[src/rtl/prog_imem_if.sv]
// Fetch and program-load bus for prog_imem.
// The master side drives addresses and load bytes; the slave side is the memory.
interface prog_imem_if #(
    parameter int unsigned DATA_W = 8,
    parameter int unsigned ADDR_W = 8
);
    logic [ADDR_W-1:0] Read_Address;
    logic              fetch_en;
    logic [DATA_W-1:0] instruction;
    logic              instr_valid;
    logic              addr_err;
    logic              load_start;
    logic              load_valid;
    logic              load_last;
    logic [DATA_W-1:0] load_data;
    logic              load_ready;
    logic              load_done;

    modport master (
        output Read_Address, fetch_en, load_start, load_valid, load_last, load_data,
        input  instruction, instr_valid, addr_err, load_ready, load_done
    );

    modport slave (
        input  Read_Address, fetch_en, load_start, load_valid, load_last, load_data,
        output instruction, instr_valid, addr_err, load_ready, load_done
    );
endinterface

[src/rtl/prog_imem.sv]
// Program instruction memory with a registered fetch port and a byte-serial loader.
// Optional feature: define PROG_IMEM_BOOT_PROG_EN to preload a six-word boot program
// on reset; otherwise reset clears the whole memory.
module prog_imem #(
    parameter int unsigned DATA_W = 8,
    parameter int unsigned ADDR_W = 8,
    parameter int unsigned DEPTH  = 32
) (
    input logic         clk,
    input logic         reset,
    prog_imem_if.slave  bus
);
    localparam int unsigned PTR_W = $clog2(DEPTH);
    localparam logic [ADDR_W:0] DEPTH_EXT = (ADDR_W + 1)'(DEPTH);
    localparam logic [PTR_W-1:0] LAST_PTR = PTR_W'(DEPTH - 1);

    localparam logic StRun  = 1'b0;
    localparam logic StLoad = 1'b1;

    logic              state_q;
    logic [PTR_W-1:0]  wptr_q;
    logic [DATA_W-1:0] instr_q;
    logic              valid_q;
    logic              err_q;
    logic              done_q;
    logic [DATA_W-1:0] mem_q [DEPTH];

    logic              out_of_range;
    logic              load_end;

`ifdef PROG_IMEM_BOOT_PROG_EN
    function automatic logic [DATA_W-1:0] boot_word(input int unsigned idx);
        case (idx)
            0:       boot_word = DATA_W'(8'h49);
            1:       boot_word = DATA_W'(8'hC1);
            2:       boot_word = DATA_W'(8'h18);
            3:       boot_word = DATA_W'(8'hA9);
            4:       boot_word = DATA_W'(8'h7D);
            5:       boot_word = DATA_W'(8'h1C);
            default: boot_word = '0;
        endcase
    endfunction
`endif

    // Decode fetch range and end-of-load conditions.
    always_comb begin
        out_of_range = ({1'b0, bus.Read_Address} >= DEPTH_EXT);
        load_end     = bus.load_valid && (bus.load_last || (wptr_q == LAST_PTR));
    end

    // State, fetch pipeline and memory writes; reset overrides everything.
    always_ff @(posedge clk) begin
        if (reset) begin
            state_q <= StRun;
            wptr_q  <= '0;
            instr_q <= '0;
            valid_q <= 1'b0;
            err_q   <= 1'b0;
            done_q  <= 1'b0;
            for (int unsigned i = 0; i < DEPTH; i++) begin
`ifdef PROG_IMEM_BOOT_PROG_EN
                mem_q[i] <= boot_word(i);
`else
                mem_q[i] <= '0;
`endif
            end
        end else begin
            done_q <= 1'b0;
            if (state_q == StRun) begin
                // A fetch issued alongside load_start still updates the data, but valid
                // must be low once the state register reads LOAD.
                valid_q <= bus.fetch_en && !bus.load_start;
                if (bus.fetch_en) begin
                    if (out_of_range) begin
                        instr_q <= '0;
                        err_q   <= 1'b1;
                    end else begin
                        instr_q <= mem_q[bus.Read_Address[PTR_W-1:0]];
                        err_q   <= 1'b0;
                    end
                end
                if (bus.load_start) begin
                    state_q <= StLoad;
                    wptr_q  <= '0;
                end
            end else begin
                valid_q <= 1'b0;
                if (bus.load_valid) begin
                    mem_q[wptr_q] <= bus.load_data;
                    wptr_q        <= wptr_q + 1'b1;
                end
                if (load_end) begin
                    state_q <= StRun;
                    done_q  <= 1'b1;
                end
            end
        end
    end

    // Drive the bus outputs from the registered state.
    always_comb begin
        bus.instruction = instr_q;
        bus.instr_valid = valid_q;
        bus.addr_err    = err_q;
        bus.load_ready  = (state_q == StLoad);
        bus.load_done   = done_q;
    end
endmodule

[src/flat_wrapper.sv]
// flat-port wrapper written by rule: the top's interface ports become plain ports
module prog_imem_flat 
#(
    parameter int unsigned DATA_W = 8,
    parameter int unsigned ADDR_W = 8,
    parameter int unsigned DEPTH  = 32
)
  (clk, reset, bus_Read_Address, bus_fetch_en, bus_load_start, bus_load_valid, bus_load_last, bus_load_data, bus_instruction, bus_instr_valid, bus_addr_err, bus_load_ready, bus_load_done);
  prog_imem_if #(.DATA_W(DATA_W), .ADDR_W(ADDR_W)) bus_i ();
  input logic clk;
  input logic reset;
  input wire logic [$bits(bus_i.Read_Address)-1:0] bus_Read_Address;
  input wire logic [$bits(bus_i.fetch_en)-1:0] bus_fetch_en;
  input wire logic [$bits(bus_i.load_start)-1:0] bus_load_start;
  input wire logic [$bits(bus_i.load_valid)-1:0] bus_load_valid;
  input wire logic [$bits(bus_i.load_last)-1:0] bus_load_last;
  input wire logic [$bits(bus_i.load_data)-1:0] bus_load_data;
  output wire logic [$bits(bus_i.instruction)-1:0] bus_instruction;
  output wire logic [$bits(bus_i.instr_valid)-1:0] bus_instr_valid;
  output wire logic [$bits(bus_i.addr_err)-1:0] bus_addr_err;
  output wire logic [$bits(bus_i.load_ready)-1:0] bus_load_ready;
  output wire logic [$bits(bus_i.load_done)-1:0] bus_load_done;
  assign bus_i.Read_Address = bus_Read_Address;
  assign bus_i.fetch_en = bus_fetch_en;
  assign bus_i.load_start = bus_load_start;
  assign bus_i.load_valid = bus_load_valid;
  assign bus_i.load_last = bus_load_last;
  assign bus_i.load_data = bus_load_data;
  assign bus_instruction = bus_i.instruction;
  assign bus_instr_valid = bus_i.instr_valid;
  assign bus_addr_err = bus_i.addr_err;
  assign bus_load_ready = bus_i.load_ready;
  assign bus_load_done = bus_i.load_done;
  prog_imem #(.DATA_W(DATA_W), .ADDR_W(ADDR_W), .DEPTH(DEPTH)) u_core (.clk(clk), .reset(reset), .bus(bus_i));
endmodule
[config.mk]
export PLATFORM = sky130hd
export DESIGN_NAME = prog_imem_flat
export DESIGN_NICKNAME = d
export VERILOG_FILES = /design/src/rtl/prog_imem_if.sv /design/src/rtl/prog_imem.sv /design/src/flat_wrapper.sv
export SDC_FILE = /design/constraint.sdc
export NUM_CORES = 1
export LEC_CHECK = 0
export CAP_MARGIN = 40
export CELL_PAD_IN_SITES_DETAIL_PLACEMENT = 1
export CELL_PAD_IN_SITES_GLOBAL_PLACEMENT = 1
export CORE_AREA = 3 3 157 159
export CTS_CLUSTER_SIZE = 30
export DETAILED_ROUTE_END_ITERATION = 7
export DIE_AREA = 0 0 160 162
export GPL_TIMING_DRIVEN = 0
export PLACE_DENSITY_LB_ADDON = 0.1
export SLEW_MARGIN = 15
export SYNTH_ARGS = -nofsm -noshare
export SYNTH_HDL_FRONTEND = slang
export SYNTH_SLANG_ARGS = --single-unit
export TNS_END_PERCENT = 1
[constraint.sdc]
create_clock -name clk -period 3.75 [get_ports clk]
set_input_delay 0.75 -clock clk [delete_from_list [all_inputs] [get_ports clk]]
set_output_delay 0.75 -clock clk [all_outputs]
set_load 0.01 [all_outputs]
Figure 1. Met1 routing (run 1).
The bar under the picture is 50 microns long. Supply wires on this layer in gray.
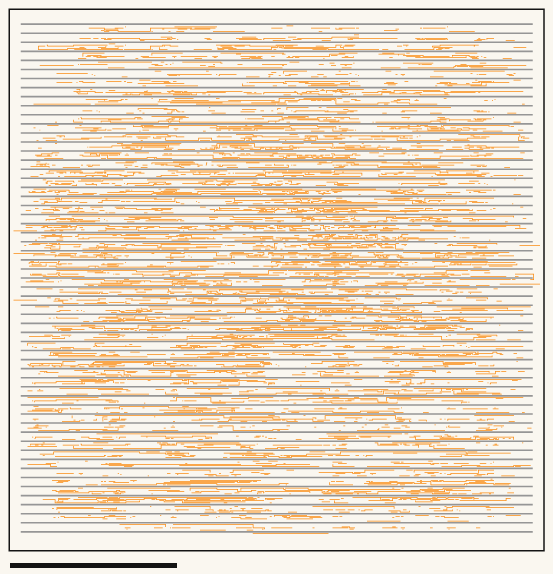
main direction: horizontal
nets with wire on the layer: 971
longest straight run: 48.3 microns

Figure 2. The metal 2 layer (run 1).
The bar under the picture is 50 microns long.
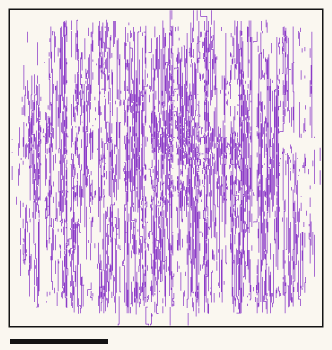
longest straight run: 91.5 microns
nets with wire on the layer: 909
share of all routed wire: 48%
main direction: vertical
total number of vias: 7968
Global Route met2 Usage: 47.16%
drt total wl: 36790 microns

==> results_dict.tcl, run 1 <==
# place-and-route summary
set metrics [dict create \
    status "completed" \
    met1_length_microns 14700 \
    fill_cells 2260 \
    drive_gt1_share_pct 13.48 \
    ctsLongestPathBuffers 3 \
    antenna_found_initial 1 \
    critPathLaunchType "input pin" \
    busiest_layer "met2" \
    async_flop_share_pct 0 \
    min_path_type "register to register" \
    seq_area_share_pct 55.86 \
    ys.flop_type "edfxtp_1" \
    grt.overflow.total 0 \
    tns_ns 0 \
    tap-cell-count 319 \
    clock_buffers 38 \
    die_y_microns 162 \
    dr_wl_met2_microns 17810 \
    dpl_cell_area_sq_um 13500 \
    core_sq_um 23400 \
    ys_cells 913 \
    inverters 7 \
    r2r-end "u_core.mem_q[2][0]" \
    min-delay-start "u_core.bus.addr_err" \
    fin_crit_ns 3.147 \
    finalClockSkew_ns 0.01608 \
    use_met3_pct 5.815 \
    crit_fanout 10 \
    ant_nets 0 \
    drc_errors 0 \
    die_w_microns 160 \
    n_all_buffers 90 \
    buffer_area_share_pct 4.049 \
    setup_ws_ns 0.6025 \
    grt_pass1_wl_microns 54810 \
    cts_tree "done" \
    met3_length_microns 2946 \
    synth-edff-count 256 \
    port-buffer-count 31 \
    largest_register_ff_count 256 \
    crit_buf_inv 3 \
    seqCellArea_sq_um 8028 \
    clockNetworkAreaShare_pct 6.008 \
    p_seq_share_pct 52.1 \
    netSwitchingFraction_pct 22.68 \
    xor_area_share_pct 0 \
    fp_nets 940 \
    r2r-start "u_core.bus.load_ready" \
    p_sw_mw 1.515 \
    power-top-group "registers" \
    synth_cells 913 \
    place_inst 1263 \
    critPathSlowestCell "clkdlybuf4s50_1" \
    worst-path-stages 7 \
    utilization_pct 61.40 \
    irDropWorstVdd_mv 0.3839 \
    intPower_mw 5.164 \
    area.combinational_sq_um 4469 \
    lay_top_cells "265 x and2_1, 256 x edfxtp_1, 57 x mux2i_1" \
    largest_class "flip-flops and latches" \
    setup_viol 0 \
    endpoint "u_core.bus.instruction[5]" \
    clock_power_share_pct 40.3 \
    worstRegToRegCells 4 \
    fp_util_pct 54.67 \
    worst_slew_pin_slew_ns 0.8320 \
    top_cells_by_area "edfxtp_1 60%, and2_1 13%, mux4_2 7.0%, mux2i_1 4.5%, dfxtp_1 2.7%" \
    whs_ns 0.5248 \
    drv_cap 0 \
    largest_register "u_core.mem_q" \
    gp_congestion 0.9477 \
    grt_max_degree 14 \
    hold_viol_final 0 \
    slowest_delay_ns 0.62 \
    rows 56 \
    htree_levels 1 \
    hold_end "u_core.bus.addr_err" \
    clkLatencyLatePin_ns 0.55 \
    yosys_warnings 0 \
    total_power_mw 6.678 \
    crit_family "buffers and inverters" \
    yosys.area.top_type "edfxtp_1" \
    insertedDiodeCount 1 \
    dr.pass1.iters 5 \
    grt_use_met1_pct 38.42 \
    mux_area_share_pct 12.20 \
    yosys.area_share.aoi_pct 4.225 \
    fmax_mhz 317.7 \
    powerSeq_mw 3.48 \
    simple_gate_share_pct 18.01 \
    synth.most_common_cell "and2_1" \
    final_cell_count_no_fill 1314 \
    io_pins 34 \
    dpl.hpwl_microns 25710 \
    cp-end-kind "register" \
    cts_made_buffers 28 \
    ys_sh_adder_pct 0.4889 \
    root_buffer "clkbuf_16" \
    top_cells_by_count "265 x and2_1, 256 x edfxtp_1, 57 x mux2i_1, 47 x nor2_1, 40 x mux4_2" \
    timing.slew.headroom_pct 44.53 \
    post_drt_wl_per_cell_microns 27.99 \
    final_common_cell "and2_1" \
    cts-hold-fix-buffers 0 \
    grt_usage_pct 28.62 \
    path_cells "clkdlybuf4s50_1 -> buf_2 -> buf_2 -> nand3b_1 -> o22ai_1 -> a2111oi_0 -> a2111oi_0" \
    final_area_sq_um 14370 \
    dieArea_sq_um 25920 \
    top_cell_area_share_pct 60.08 \
    nMultiInputCombCells 574 \
    yosysUniqueCellTypes 41 \
    ys_area_sq_um 12790 \
    p_comb_share_pct 7.7 \
    reg2reg_slack_ns 1.24 \
]
Figure 3. Metal 3 (run 1).
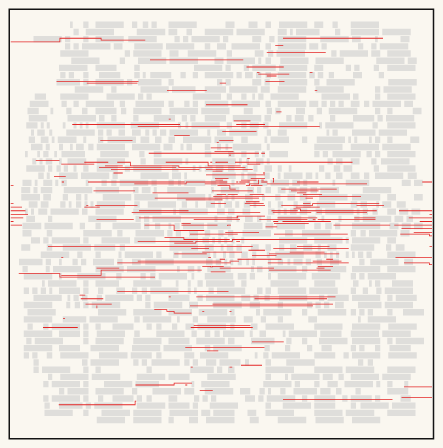
main direction: horizontal
wire length on this layer: 2950 microns

==> inputs of run 2 (changes only) <==
--- a/config.mk
+++ b/config.mk
@@ -8,10 +8,10 @@
 export CAP_MARGIN = 40
 export CELL_PAD_IN_SITES_DETAIL_PLACEMENT = 1
 export CELL_PAD_IN_SITES_GLOBAL_PLACEMENT = 1
-export CORE_AREA = 3 3 157 159
+export CORE_AREA = 3 3 169 171
 export CTS_CLUSTER_SIZE = 30
 export DETAILED_ROUTE_END_ITERATION = 7
-export DIE_AREA = 0 0 160 162
+export DIE_AREA = 0 0 172 174
 export GPL_TIMING_DRIVEN = 0
 export PLACE_DENSITY_LB_ADDON = 0.1
 export SLEW_MARGIN = 15
==> constraint.sdc (replaced) <==
create_clock -name clk -period 2.6 [get_ports clk]
set_input_delay 0.52 -clock clk [delete_from_list [all_inputs] [get_ports clk]]
set_output_delay 0.52 -clock clk [all_outputs]
set_load 0.01 [all_outputs]
Figure 4. The metal 2 layer (run 2).
The bar under the picture is 50 microns long.
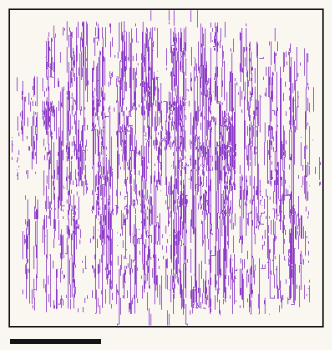
wire length on this layer: 16900 microns
share of all routed wire: 46%
longest straight run: 97.2 microns
total number of vias: 7817
drt total wl: 36660 microns
Global Route met2 Usage: 38.29%

Figure 5. Routing congestion (run 2).
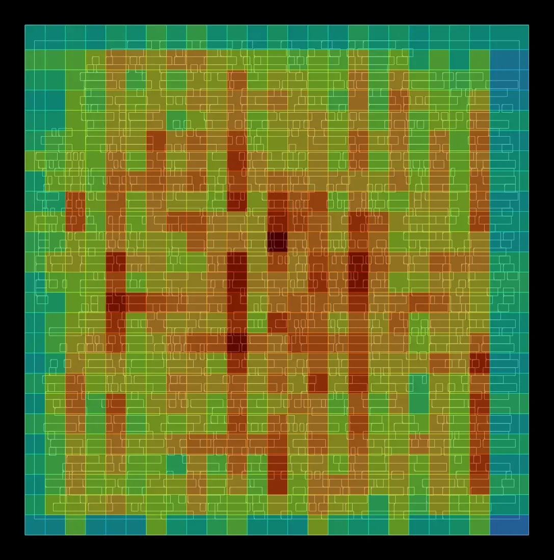
gr usage total: 24.71%
Top Usage Layer GRT: met2
met1 usage: 35.59%

Figure 6. Met1 routing (run 2).
The bar under the picture is 50 microns long. Supply wires on this layer in gray.
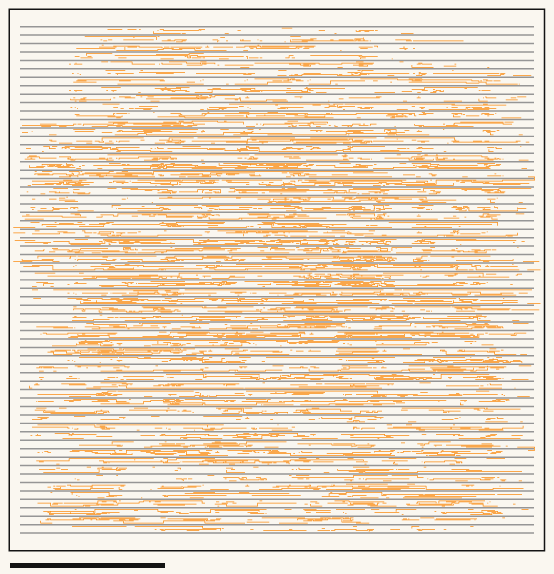
share of all routed wire: 44%
longest straight run: 70.8 microns
nets with wire on the layer: 970
main direction: horizontal

==> results_dict.tcl, run 2 <==
# place-and-route summary
set metrics [dict create \
    simple_gate_share_pct 18.01 \
    nMultiInputCombCells 574 \
    async_flop_share_pct 0 \
    final_area_sq_um 14530 \
    powerDensity_nw_per_um2 676.1 \
    violations "setup timing" \
    endpoint "u_core.mem_q[2][7]" \
    port-buffer-count 31 \
    io_pins 34 \
    ys.flop_type "edfxtp_1" \
    gp_congestion 0.8880 \
    tap-cell-count 341 \
    largest_class "flip-flops and latches" \
    status "finished, violations left" \
    worst_slew_pin_slew_ns 0.8791 \
    synth-edff-count 256 \
    largest_register_ff_count 256 \
    cts_tree "done" \
    p_seq_share_pct 51.0 \
    r2r-start "u_core.bus.load_ready" \
    timing.slew.headroom_pct 41.25 \
    reg2reg_slack_ns 0.11 \
    area.combinational_sq_um 4524 \
    synth_cells 913 \
    lay_top_cells "265 x and2_1, 256 x edfxtp_1, 57 x mux2i_1" \
    crit_family "simple AND/OR/NAND/NOR gates" \
    dpl.hpwl_microns 25680 \
    path_cells "clkdlybuf4s50_1 -> and3b_1 -> nand2_1 -> nor2_1 -> or2_2" \
    drv_cap 0 \
    post_drt_wl_per_cell_microns 27.32 \
    drive_gt1_share_pct 16.28 \
    final_cell_count_no_fill 1342 \
    top_cells_by_area "edfxtp_1 60%, and2_1 13%, mux4_2 7.0%, mux2i_1 4.5%, dfxtp_1 2.7%" \
    dpl_cell_area_sq_um 13530 \
    critPathArrivalTime_ns 3.00 \
    seq_area_share_pct 55.25 \
    rows 60 \
    synth.most_common_cell "and2_1" \
    yosys_warnings 0 \
    setup_viol 187 \
    worstRegToRegCells 4 \
    clkLatencyLatePin_ns 0.57 \
    ys_area_sq_um 12790 \
    xor_area_share_pct 0 \
    fp_nets 940 \
    ys_sh_adder_pct 0.4889 \
    buffer_area_share_pct 4.039 \
    mux_area_share_pct 12.20 \
    critPathSlowestCell "nor2_1" \
    ctsLongestPathBuffers 3 \
    insertedDiodeCount 0 \
    htree_levels 1 \
    fin_crit_ns 2.774 \
    ys_cells 913 \
    clockNetworkAreaShare_pct 6.458 \
    root_buffer "clkbuf_16" \
    powerSeq_mw 5.01 \
    p_comb_share_pct 7.5 \
    yosysUniqueCellTypes 41 \
    yosys.area_share.aoi_pct 4.225 \
    clock_power_share_pct 41.4 \
    dr_wl_met2_microns 16940 \
    fmax_mhz 360.4 \
    tns_ns -12.43 \
    fp_util_pct 47.34 \
    met1_length_microns 16010 \
    n_all_buffers 90 \
    grt.overflow.total 0 \
    setup_ws_ns -0.1744 \
    fill_cells 2673 \
    irDropWorstVdd_mv 0.4940 \
    inverters 7 \
    finalClockSkew_ns 0.02625 \
    min_path_type "register to register" \
    grt_max_degree 16 \
    yosys.area.top_type "edfxtp_1" \
    use_met3_pct 4.412 \
    seqCellArea_sq_um 8028 \
    slowest_delay_ns 0.68 \
    critPathLaunchType "input pin" \
    cts-hold-fix-buffers 0 \
    crit_buf_inv 1 \
    intPower_mw 7.570 \
    whs_ns 0.5617 \
    antenna_found_initial 1 \
    largest_register "u_core.mem_q" \
    drc_errors 0 \
    grt_pass1_vias 8017 \
    utilization_pct 53.76 \
    core_sq_um 27030 \
    worst-path-stages 5 \
    netSwitchingFraction_pct 22.94 \
    clock_buffers 43 \
    cts_made_buffers 31 \
    power-top-group "registers" \
    min-delay-start "u_core.bus.addr_err" \
    p_sw_mw 2.254 \
    die_w_microns 172 \
    dieArea_sq_um 29930 \
    hold_viol_final 0 \
    place_inst 1285 \
    ant_nets 0 \
    crit_fanout 9 \
    hold_end "u_core.bus.addr_err" \
]
No activity file was given, so power comes from the tool's default toggle rates.
